### src/rtl/div_pkg.sv
// Shared types and constants for the iterative restoring divider.
package div_pkg;

  localparam int DIV_WIDTH = 32;
  localparam int CNT_W     = $clog2(DIV_WIDTH) + 1;

  typedef enum logic [1:0] {
    IDLE = 2'd0,
    RUN  = 2'd1,
    DONE = 2'd2
  } state_t;

  // Unsigned magnitude; the most-negative value maps onto itself.
  function automatic logic [DIV_WIDTH-1:0] abs_u(input logic [DIV_WIDTH-1:0] value);
    return value[DIV_WIDTH-1] ? (~value + 1'b1) : value;
  endfunction

endpackage

### src/rtl/div_step.sv
// One restoring-division step: shift in the next dividend bit, trial-subtract the divisor.
module div_step #(
  parameter int WIDTH = 32
) (
  input  logic [WIDTH-1:0] rem,
  input  logic             dvd_msb,
  input  logic [WIDTH-1:0] divisor,
  output logic [WIDTH-1:0] rem_next,
  output logic             q_bit
);

  logic [WIDTH:0] shifted;
  logic [WIDTH:0] diff;

  // The partial remainder stays below the divisor, so its top bit is always 0.
  // Using the full shifted value keeps the WIDTH+1-bit trial subtract exact.
  always_comb begin
    shifted  = {rem, dvd_msb};
    diff     = shifted - {1'b0, divisor};
    q_bit    = ~diff[WIDTH];
    rem_next = q_bit ? diff[WIDTH-1:0] : shifted[WIDTH-1:0];
  end

endmodule

### src/rtl/div_iter.sv
// Multicycle signed divider, one quotient bit per clock (restoring algorithm).
// Define DIV_REMAINDER_EN to add the signed data_remainder output.
module div_iter
  import div_pkg::*;
#(
  parameter int WIDTH = DIV_WIDTH
) (
  input  logic             clock,
  input  logic             reset,
  input  logic             ctrl_DIV,
  input  logic [WIDTH-1:0] data_operandA,
  input  logic [WIDTH-1:0] data_operandB,
  output logic [WIDTH-1:0] data_result,
  output logic             data_resultRDY,
  output logic             data_exception,
`ifdef DIV_REMAINDER_EN
  output logic [WIDTH-1:0] data_remainder,
`endif
  output logic             busy
);

  // Handshake: ctrl_DIV is a single-cycle start sampled with the operands on the
  // same edge; data_resultRDY is a single-cycle strobe qualifying data_result and
  // data_exception. A new start at any time abandons the operation in flight.

  localparam logic [CNT_W-1:0] LAST = CNT_W'(WIDTH - 1);

  state_t           state;
  logic [CNT_W-1:0] count;
  logic [WIDTH-1:0] rem;
  logic [WIDTH-1:0] dvd;
  logic [WIDTH-1:0] q;
  logic [WIDTH-1:0] divisor;
  logic             sign_q;
  logic             divzero;
`ifdef DIV_REMAINDER_EN
  logic             sign_r;
`endif

  logic [WIDTH-1:0] step_rem;
  logic             step_q;

  div_step #(.WIDTH(WIDTH)) u_step (
    .rem      (rem),
    .dvd_msb  (dvd[WIDTH-1]),
    .divisor  (divisor),
    .rem_next (step_rem),
    .q_bit    (step_q)
  );

  always_ff @(posedge clock or negedge reset) begin
    if (!reset) begin
      state          <= IDLE;
      count          <= '0;
      rem            <= '0;
      dvd            <= '0;
      q              <= '0;
      divisor        <= '0;
      sign_q         <= 1'b0;
      divzero        <= 1'b0;
      data_result    <= '0;
      data_resultRDY <= 1'b0;
      data_exception <= 1'b0;
      busy           <= 1'b0;
`ifdef DIV_REMAINDER_EN
      sign_r         <= 1'b0;
      data_remainder <= '0;
`endif
    end else begin
      data_resultRDY <= 1'b0;
      data_exception <= 1'b0;
      if (ctrl_DIV) begin
        dvd     <= abs_u(data_operandA);
        divisor <= abs_u(data_operandB);
        sign_q  <= data_operandA[WIDTH-1] ^ data_operandB[WIDTH-1];
        divzero <= (data_operandB == '0);
        count   <= '0;
        rem     <= '0;
        q       <= '0;
        busy    <= 1'b1;
        state   <= (data_operandB == '0) ? DONE : RUN;
`ifdef DIV_REMAINDER_EN
        sign_r  <= data_operandA[WIDTH-1];
`endif
      end else begin
        case (state)
          RUN: begin
            rem   <= step_rem;
            dvd   <= dvd << 1;
            q     <= {q[WIDTH-2:0], step_q};
            count <= count + 1'b1;
            if (count == LAST) state <= DONE;
          end
          DONE: begin
            data_resultRDY <= 1'b1;
            busy           <= 1'b0;
            state          <= IDLE;
            if (divzero) begin
              data_result    <= '0;
              data_exception <= 1'b1;
`ifdef DIV_REMAINDER_EN
              data_remainder <= '0;
`endif
            end else begin
              data_result    <= sign_q ? -q : q;
`ifdef DIV_REMAINDER_EN
              data_remainder <= sign_r ? -rem : rem;
`endif
            end
          end
          default: state <= IDLE;
        endcase
      end
    end
  end

endmodule

### config.mk
export PLATFORM = sky130hd
export DESIGN_NAME = div_iter
export DESIGN_NICKNAME = d
export VERILOG_FILES = /design/src/rtl/div_pkg.sv /design/src/rtl/div_step.sv /design/src/rtl/div_iter.sv
export SDC_FILE = /design/constraint.sdc
export NUM_CORES = 1
export LEC_CHECK = 0
export CORE_MARGIN = 2
export CORE_UTILIZATION = 60
export CTS_CLUSTER_DIAMETER = 150
export DETAILED_ROUTE_END_ITERATION = 8
export PLACE_DENSITY_LB_ADDON = 0.1
export SETUP_SLACK_MARGIN = 0.1
export SYNTH_ARGS = -nofsm -noshare
export SYNTH_HDL_FRONTEND = slang
export SYNTH_SLANG_ARGS = --single-unit
### constraint.sdc
create_clock -name clock -period 7.9 [get_ports clock]
set_clock_uncertainty 0.15 [all_clocks]
set_input_delay 1.58 -clock clock [delete_from_list [all_inputs] [get_ports clock]]
set_output_delay 1.58 -clock clock [all_outputs]
set_load 0.005 [all_outputs]
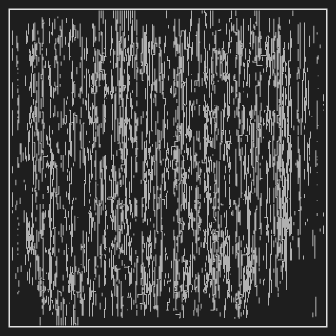
Run 1: signal wires on met2
- wire length on this layer: 11100 µm
- main direction: vertical
- share of all routed wire: 47%

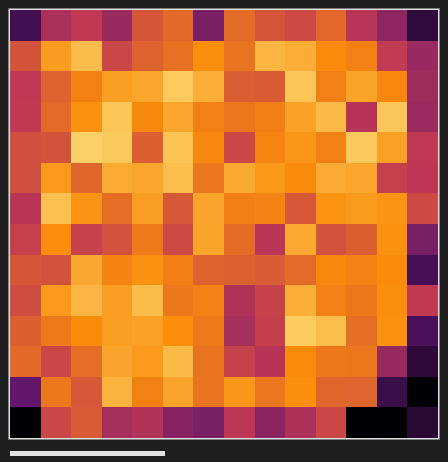
Run 1: local utilization
The bar under the picture is 50 µm long. The die is cut into 14 by 14 equal tiles; black is low, pale yellow is high, 0 to 100% covered.
- emptiest ninth of the die: south-east
- tiles over 75% full: 32%
- fullest tile: 90%

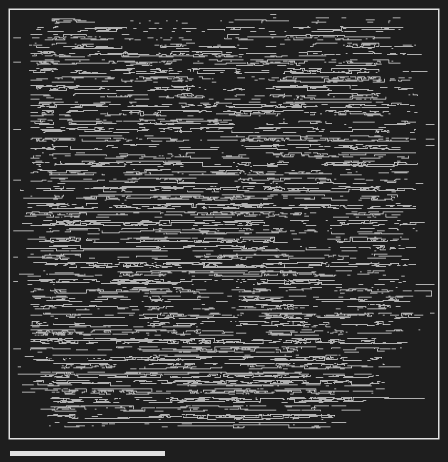
Run 1: met1 routing
The bar under the picture is 50 µm long.
- share of all routed wire: 48%
- longest straight run: 53.8 µm
- nets with wire on the layer: 1283

==> results.toml, run 1 <==
# flow metrics
[global_routing]
first_global_vias = 8596
grt_pass1_wl_um = 41080
grt_use_total_pct = 25.54

[cells_and_area]
logic_area_um2 = 5984
seq_share_pct = 34.93
n_all_buffers = 109

[floorplanning]
core-area_um2 = 17780
top_level_ports = 102

[outcome]
status = "finished, final reports clean"

[placement]
dp_hpwl_um = 16490

[clock_tree]
tritoncts = "built"
cts-resized-gates = 0

[route]
num_vias = 9086
first_iter_violations = 650

[yosys]
ys_seq_share_pct = 40.18
synth.distinct_cells = 60
synth_chip_area_um2 = 10780

[power_and_ir_drop]
ir_drop_uv = 171.4

[critical_path]
cp_common_cell = "nor3_1"
max_stage_delay_ns = 0.60
worstReg2RegStart = "dvd[31]"
crit_path_start_kind = "input pin"

[timing]
tightest_slew_ns = 1.090
tns_ns = 0
rsz0062_at_grt = "false"
## run 1: through the flow
step           hold slack [ns]  cells  setup WS (ns)  utilization [%]  area (µm²)
5_1_grt                 0.3536   1555          3.305            69.71       12390
6_report                0.3318   1555          3.528            69.71       12390
3_3_place_gp            0.3105   1523          3.159            66.61       11840
4_1_cts                 0.3389   1555          3.553            69.71       12390
3_5_place_dp            0.3241   1523          3.104            66.61       11840
2_1_floorplan           0.3059   1266          3.882                -       10780
## run 1: cell usage after synthesis, types with 2 or more instances
cell	instances	area, µm²
a2111oi_0	2	17.52
a211o_1	2	17.52
a211oi_1	20	150.1
a21o_1	15	112.6
a21oi_1	119	595.6
a311oi_1	21	183.9
a31oi_1	5	31.28
and2_1	11	68.82
and3_1	5	31.28
buf_1	13	48.80
buf_2	5	25.02
clkbuf_1	63	236.5
dfrtp_1	173	4329
ha_1	36	450.4
inv_1	45	168.9
mux2_2	2	22.52
mux2i_1	26	260.3
nand2_1	227	852.1
nand2b_1	6	37.54
nand3_1	10	50.05
nand3b_1	2	15.01
nand4_1	9	56.30
nor2_1	89	334.1
nor2b_1	9	56.30
nor3_1	11	55.05
nor4_1	4	25.02
o211ai_1	7	52.55
o21a_1	4	30.03
o21ai_0	91	455.4
o21ai_1	4	20.02
o21bai_1	4	30.03
o31ai_1	35	262.8
o32ai_1	3	26.28
o41ai_1	13	113.9
or2_2	5	31.28
or3_1	10	62.56
or4_1	14	105.1
or4_4	5	56.30
xnor2_1	42	367.9
xor2_1	79	691.9
## run 1: where the power goes
part           internal [mW]  total, mW  switching (mW)
registers              0.987       1.08          0.0889
logic                  0.451       1.07           0.622
clock network          0.421      0.789           0.368
## run 1: kinds of logic after synthesis
kind of cell / count (synthesis) / share of synthesized area [%]
AOI/OAI and AO/OA: 358 / 20.94
xor gates and xnor gates: 122 / 9.986
adders and majority gates: 37 / 4.366
buffers and inverters: 126 / 4.447
DFF: 173 / 40.18
muxes: 28 / 2.624
and+or+nand+nor: 422 / 17.46
## run 1: layer usage
layer | vias to the layer above | track usage, % | part of all wire, %
met5 | - | 0 | 0
met4 | 0 | 5.961 | 0.89
met3 | 22 | 4.053 | 4.1
met2 | 175 | 40.59 | 47
met1 | 4356 | 37.19 | 48
li1 | 4533 | - | -
## run 1: worst reg2reg max path, cell delays in order (launching register included)
cell	delay, ns
dfrtp_1	0.40
inv_1	0.11
ha_1	0.19
inv_1	0.06
fa_1	0.39
a21o_1	0.21
a221oi_1	0.45
o21ai_1	0.28
a211oi_2	0.44
o31ai_4	0.19
xor2_2	0.34
buf_4	0.41
nand2_1	0.15
a311oi_1	0.31
## run 1: how the worst max path moves through the flow
| stage | start | end | slack (ns) | cells after the start |
|---|---|---|---|---|
| floorplan | data_operandA[8] | dvd[30] | 3.88 | 9 |
| global placement | data_operandB[2] | divisor[30] | 3.16 | 10 |
| detailed placement | data_operandB[2] | divisor[30] | 3.10 | 10 |
| CTS | data_operandB[2] | divisor[30] | 3.55 | 10 |
| global route | data_operandB[2] | divisor[30] | 3.30 | 10 |
| finish | data_operandB[2] | divisor[30] | 3.53 | 10 |
Run 1, track usage over the die:
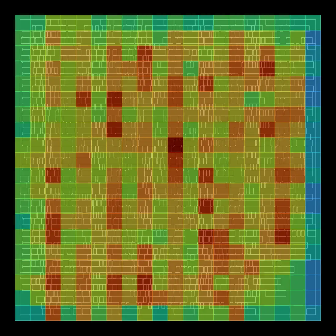

==> run 2: changes to the inputs <==
Settings changed: CORE_UTILIZATION 60 to 58.
Clock period 7.9 ns to 4.31 ns, I/O delays scaled along.
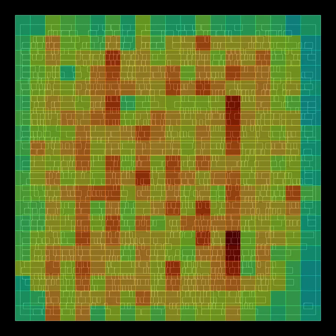
Run 2: track usage over the die
final core occ: 69.22%
WL/cell: 15.46 µm
GRT Util Overall: 25.30%

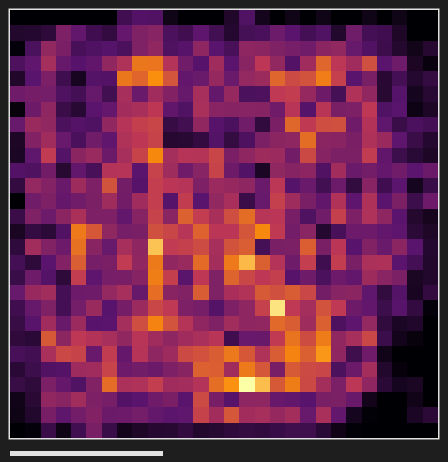
Run 2: signal metal coverage by tile
The bar under the picture is 50 µm long. The die is cut into 28 by 28 equal tiles; black is low, pale yellow is high, scaled to the fullest tile. Values are wire area over tile area, all layers added.
- emptiest ninth of the die: south-east
- fullest tile: 0.60
- nearly empty tiles: 5.9%

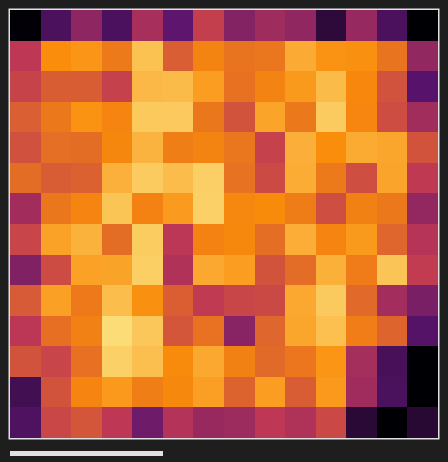
Run 2: local utilization
The bar under the picture is 50 µm long. The die is cut into 14 by 14 equal tiles; black is low, pale yellow is high, 0 to 100% covered.
- nearly empty tiles: 2.6%
- emptiest ninth of the die: south-east
- fullest tile: 92%
- mean over tiles: 62%
- tiles over 75% full: 30%

==> run 2 against run 1 <==
Compared with the run above:
- critical path depth up 4
- register-to-register slack worse by 3.2 ns
- sequential power up 82%
- non-clock buffer count up 4
- design area up 1.0%
- routed wire length up 1.7%
- first-iteration DRC count up 10%
- setup slack worse by 3.0 ns
- via count up 0.91%
- critical path type is now flop to flop
- area after synthesis unchanged
- highest routed layer unchanged
- largest cell class unchanged
- die area up 3.3%
==> results.toml, run 2 <==
# flow metrics
[outcome]
status = "finished, final reports clean"

[yosys]
synth.distinct_cells = 60
topCellsByArea = "dfrtp_1 40%, nand2_1 7.9%, xor2_1 6.4%"
yosysTopAreaCell = "dfrtp_1"
netlist.area_leader.share_pct = 40.18
common_cells = "227 x nand2_1, 173 x dfrtp_1, 119 x a21oi_1"

[floorplanning]
top_level_ports = 102
core-area_um2 = 18090

[placement]
dp_hpwl_um = 16520
dpl_cell_area_um2 = 11910
dp_slack_ns = 0.2891

[route]
num_vias = 9169

[global_routing]
first_global_vias = 8460

[power_and_ir_drop]
p_int_mw = 3.543
swShare_pct = 36.45
pwr-share-seq_pct = 35.4
power.switching_mw = 2.032

[clock_tree]
tritoncts = "built"

[timing]
setup_ws_ns = 0.5678
tns_ns = 0
tightest_slew_ns = 1.074

[cells_and_area]
logic_area_um2 = 5991

[critical_path]
max_stage_delay_ns = 0.42
==> run 2: area by class of cell <==
cell class / count / area share (%)
Multi-Input combinational cell: 967 / 47.85
Sequential cell: 173 / 34.58
Timing Repair Buffer: 113 / 9.115
Clock buffer: 18 / 3.428
Tap cell: 229 / 2.289
Clock inverter: 14 / 1.389
Inverter: 45 / 1.349
==> run 2: layer usage <==
layer,global-route usage [%],up-vias,wire (µm)
met3,3.521,22,1017
met2,38.73,226,10930
met4,6.433,0,252
met5,0,-,0
met1,38.10,4379,11910
li1,-,4542,-
==> run 2: power by group through the flow <==
stage	clock network (mW)	logic [mW]	registers [mW]
floorplan	0	1.53	1.94
detailed placement	0	1.98	2.00
CTS	1.60	2.00	1.97
finish	1.58	2.02	1.97
global placement	0	1.96	1.99
global route	1.67	2.26	2.00
==> run 2: repair_timing <==
item	4_1_cts	5_1_grt
resized	0	1
endpoints found under the setup margin	0	1
buffers inserted	0	0
==> run 2: worst paths after layout <==
check / startpoint / end / slack, ns / cells after the start
max: dvd[31] / rem[30] / 0.57 / 14
min: data_result[2] / data_result[2] / 0.33 / 2
max reg2reg: dvd[31] / rem[30] / 0.57 / 14
min reg2reg: data_result[2] / data_result[2] / 0.33 / 2
max in group asynchronous: reset / divisor[0] / 2.75 / 2
min in group asynchronous: reset / rem[17] / 0.38 / 1
==> run 2: worst register-to-register path, delay by kind of cell, from the launching register on <==
family,cells,cell delay [ns]
fa+ha+maj,2,0.56
buf+inv,3,0.38
compound gates,7,1.94
xor+xnor,1,0.20
simple gates,1,0.06
flops,1,0.39
==> run 2: kinds of logic (layout without fill, tap and decap cells) <==
group | count (synthesis) | in the layout | synth area share [%]
adders and majority gates | 37 | 37 | 4.366
buffers and inverters | 126 | 190 | 4.447
DFF | 173 | 173 | 40.18
muxes | 28 | 28 | 2.624
and+or+nand+nor | 422 | 422 | 17.46
AOI/OAI and AO/OA | 358 | 358 | 20.94
xor gates and xnor gates | 122 | 122 | 9.986
==> run 2: stage by stage <==
stage	utilization [%]	instances	hold slack, ns
after floorplan	-	1266	0.3059
final	69.22	1559	0.3259
after global routing	69.22	1559	0.3496
after CTS	69.19	1559	0.3341
after detailed placement	65.85	1527	0.3191
after global placement	65.85	1527	0.3108
==> run 3: changes to the inputs <==
Settings changed: SKIP_CTS_REPAIR_TIMING set to 1.
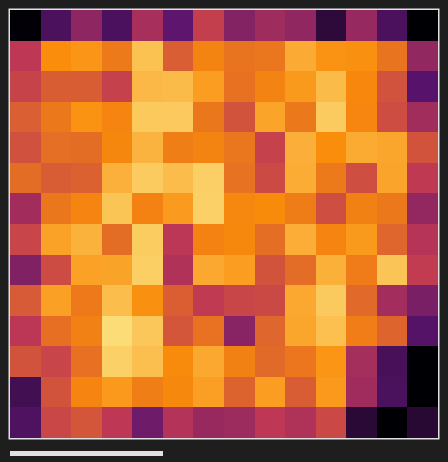
Run 3: local utilization
The bar under the picture is 50 µm long. The die is cut into 14 by 14 equal tiles; black is low, pale yellow is high, 0 to 100% covered.
- fullest tile: 92%
- emptiest ninth of the die: south-east
- mean over tiles: 62%
- nearly empty tiles: 2.6%
- tiles over 75% full: 30%

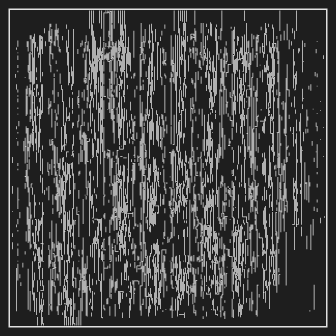
Run 3: signal wires on met2
- main direction: vertical
- longest straight run: 46.9 µm
- wire length on this layer: 10900 µm
- nets with wire on the layer: 1112
- share of all routed wire: 45%

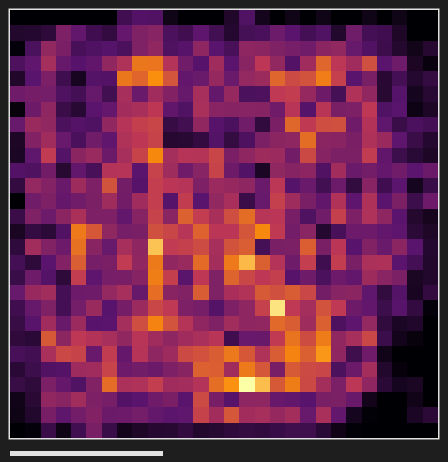
Run 3: signal metal coverage by tile
The bar under the picture is 50 µm long. The die is cut into 28 by 28 equal tiles; black is low, pale yellow is high, scaled to the fullest tile. Values are wire area over tile area, all layers added.
- mean over tiles: 0.19
- tiles over half the peak: 17%
- nearly empty tiles: 5.9%
- fullest tile: 0.60
- emptiest ninth of the die: south-east

==> run 3 against run 2 <==
Compared with the run above:
- via count is the same
- sequential power barely moved
- global-route usage did not move
- flip-flop count unchanged
- first-iteration DRC count unchanged
- synthesized cell count is the same
- utilization unchanged
==> results.toml, run 3 <==
# flow metrics
[outcome]
status = "finished, final reports clean"

[yosys]
ff_type = "dfrtp_1"
synth_warnings = 0
aoi_share_pct = 20.94
topCellsByArea = "dfrtp_1 40%, nand2_1 7.9%, xor2_1 6.4%"
common_cells = "227 x nand2_1, 173 x dfrtp_1, 119 x a21oi_1"
ys_sh_simple_pct = 17.46
yosysTopAreaCell = "dfrtp_1"
top_cell = "nand2_1"
mux_share_pct = 2.624
topCombFamilyByArea = "AND-OR/OR-AND gates"
netlist.area_leader.share_pct = 40.18
fa_ha_area_share_pct = 4.366
synth_xor_xnor_area_share_pct = 9.986

[cells_and_area]
drive_gt1_share_pct = 5.263
final_layout_top_logic_cells = "227 x nand2_1, 173 x dfrtp_1, 119 x a21oi_1"
antenna_cells = 0
n_fill_cell = 1466

[job]
drv_cap = 0

[global_routing]
grt_use_total_pct = 25.30
first_global_vias = 8460

[timing]
tightest_slew_ns = 1.074
tns_ns = 0
rsz0062_at_grt = "false"

[placement]
dpl_cell_area_um2 = 11910
dp_hpwl_um = 16520

[clock_tree]
tritoncts = "built"

[floorplanning]
top_level_ports = 102
core-area_um2 = 18090

[route]
avgRoutedWirePerCell_um = 15.46
num_vias = 9169

[critical_path]
crit_chain = "inv_1 -> ha_1 -> inv_1 -> fa_1 -> a21o_1 -> a221oi_2 -> o21ai_1 -> a211oi_2 -> o31ai_4 -> xor2_2 -> buf_4 -> nor2_1 -> o31a_1 -> a311oi_1"
crit_arrival_ns = 3.93
max_stage_delay_ns = 0.42
[run 3: cell counts in the layout (fill, tap and decap cells not counted)]
Identical to the previous run, type by type.
[run 3: layout make-up]
class	count	area [µm²]	share of cell area, %
Sequential cell	173	4329	34.58
Tap cell	229	286.5	2.289
Multi-Input combinational cell	967	5991	47.85
Clock buffer	18	429.2	3.428
Inverter	45	168.9	1.349
Clock inverter	14	173.9	1.389
Timing Repair Buffer	113	1141	9.115
[run 3: kinds of logic after synthesis]
logic type,Yosys count
AND-OR/OR-AND,358
flip-flops,173
multiplexers,28
AND/OR/NAND/NOR,422
XOR/XNOR,122
adder cells (fa/ha/maj),37
buffers and inverters,126
[run 3: final timing paths]
check	startpoint	endpoint	slack, ns	cells past startpoint
max	dvd[31]	rem[30]	0.57	14
min	data_result[2]	data_result[2]	0.33	2
max reg2reg	dvd[31]	rem[30]	0.57	14
min reg2reg	data_result[2]	data_result[2]	0.33	2
max in group asynchronous	reset	divisor[0]	2.75	2
min in group asynchronous	reset	rem[17]	0.38	1
[run 3: routing by layer]
metal	track usage, %	share of wire [%]
met1	38.10	49
met3	3.521	4.2
met2	38.73	45
met4	6.433	1.0
met5	0	0
[run 3: stage by stage]
stage / util [%] / hold WS [ns] / cells / setup WS, ns
after global routing: 69.22 / 0.3496 / 1559 / 0.2624
after global placement: 65.85 / 0.3108 / 1527 / 0.3502
after detailed placement: 65.85 / 0.3191 / 1527 / 0.2891
after CTS: 69.19 / 0.3341 / 1559 / 0.3948
final: 69.22 / 0.3259 / 1559 / 0.5678
after floorplan: - / 0.3059 / 1266 / 0.8610
[run 3: worst max-delay path: cells and delay by family (launching register included)]
| kind | cells | cell delay (ns) |
|---|---|---|
| DFF | 1 | 0.39 |
| AOI/OAI and AO/OA | 7 | 1.94 |
| adders and majority gates | 2 | 0.56 |
| xor gates and xnor gates | 1 | 0.19 |
| buffers and inverters | 3 | 0.38 |
| and+or+nand+nor | 1 | 0.06 |
[run 3: where the power goes]
group	internal, mW	leakage (nW)	total [mW]	switching, mW
Combinational	0.857	3.04	2.02	1.16
Sequential	1.81	2.23	1.97	0.165
Clock	0.877	0.290	1.58	0.704
Total	3.54	5.56	5.58	2.03
No activity file was given, so power comes from the tool's default toggle rates.
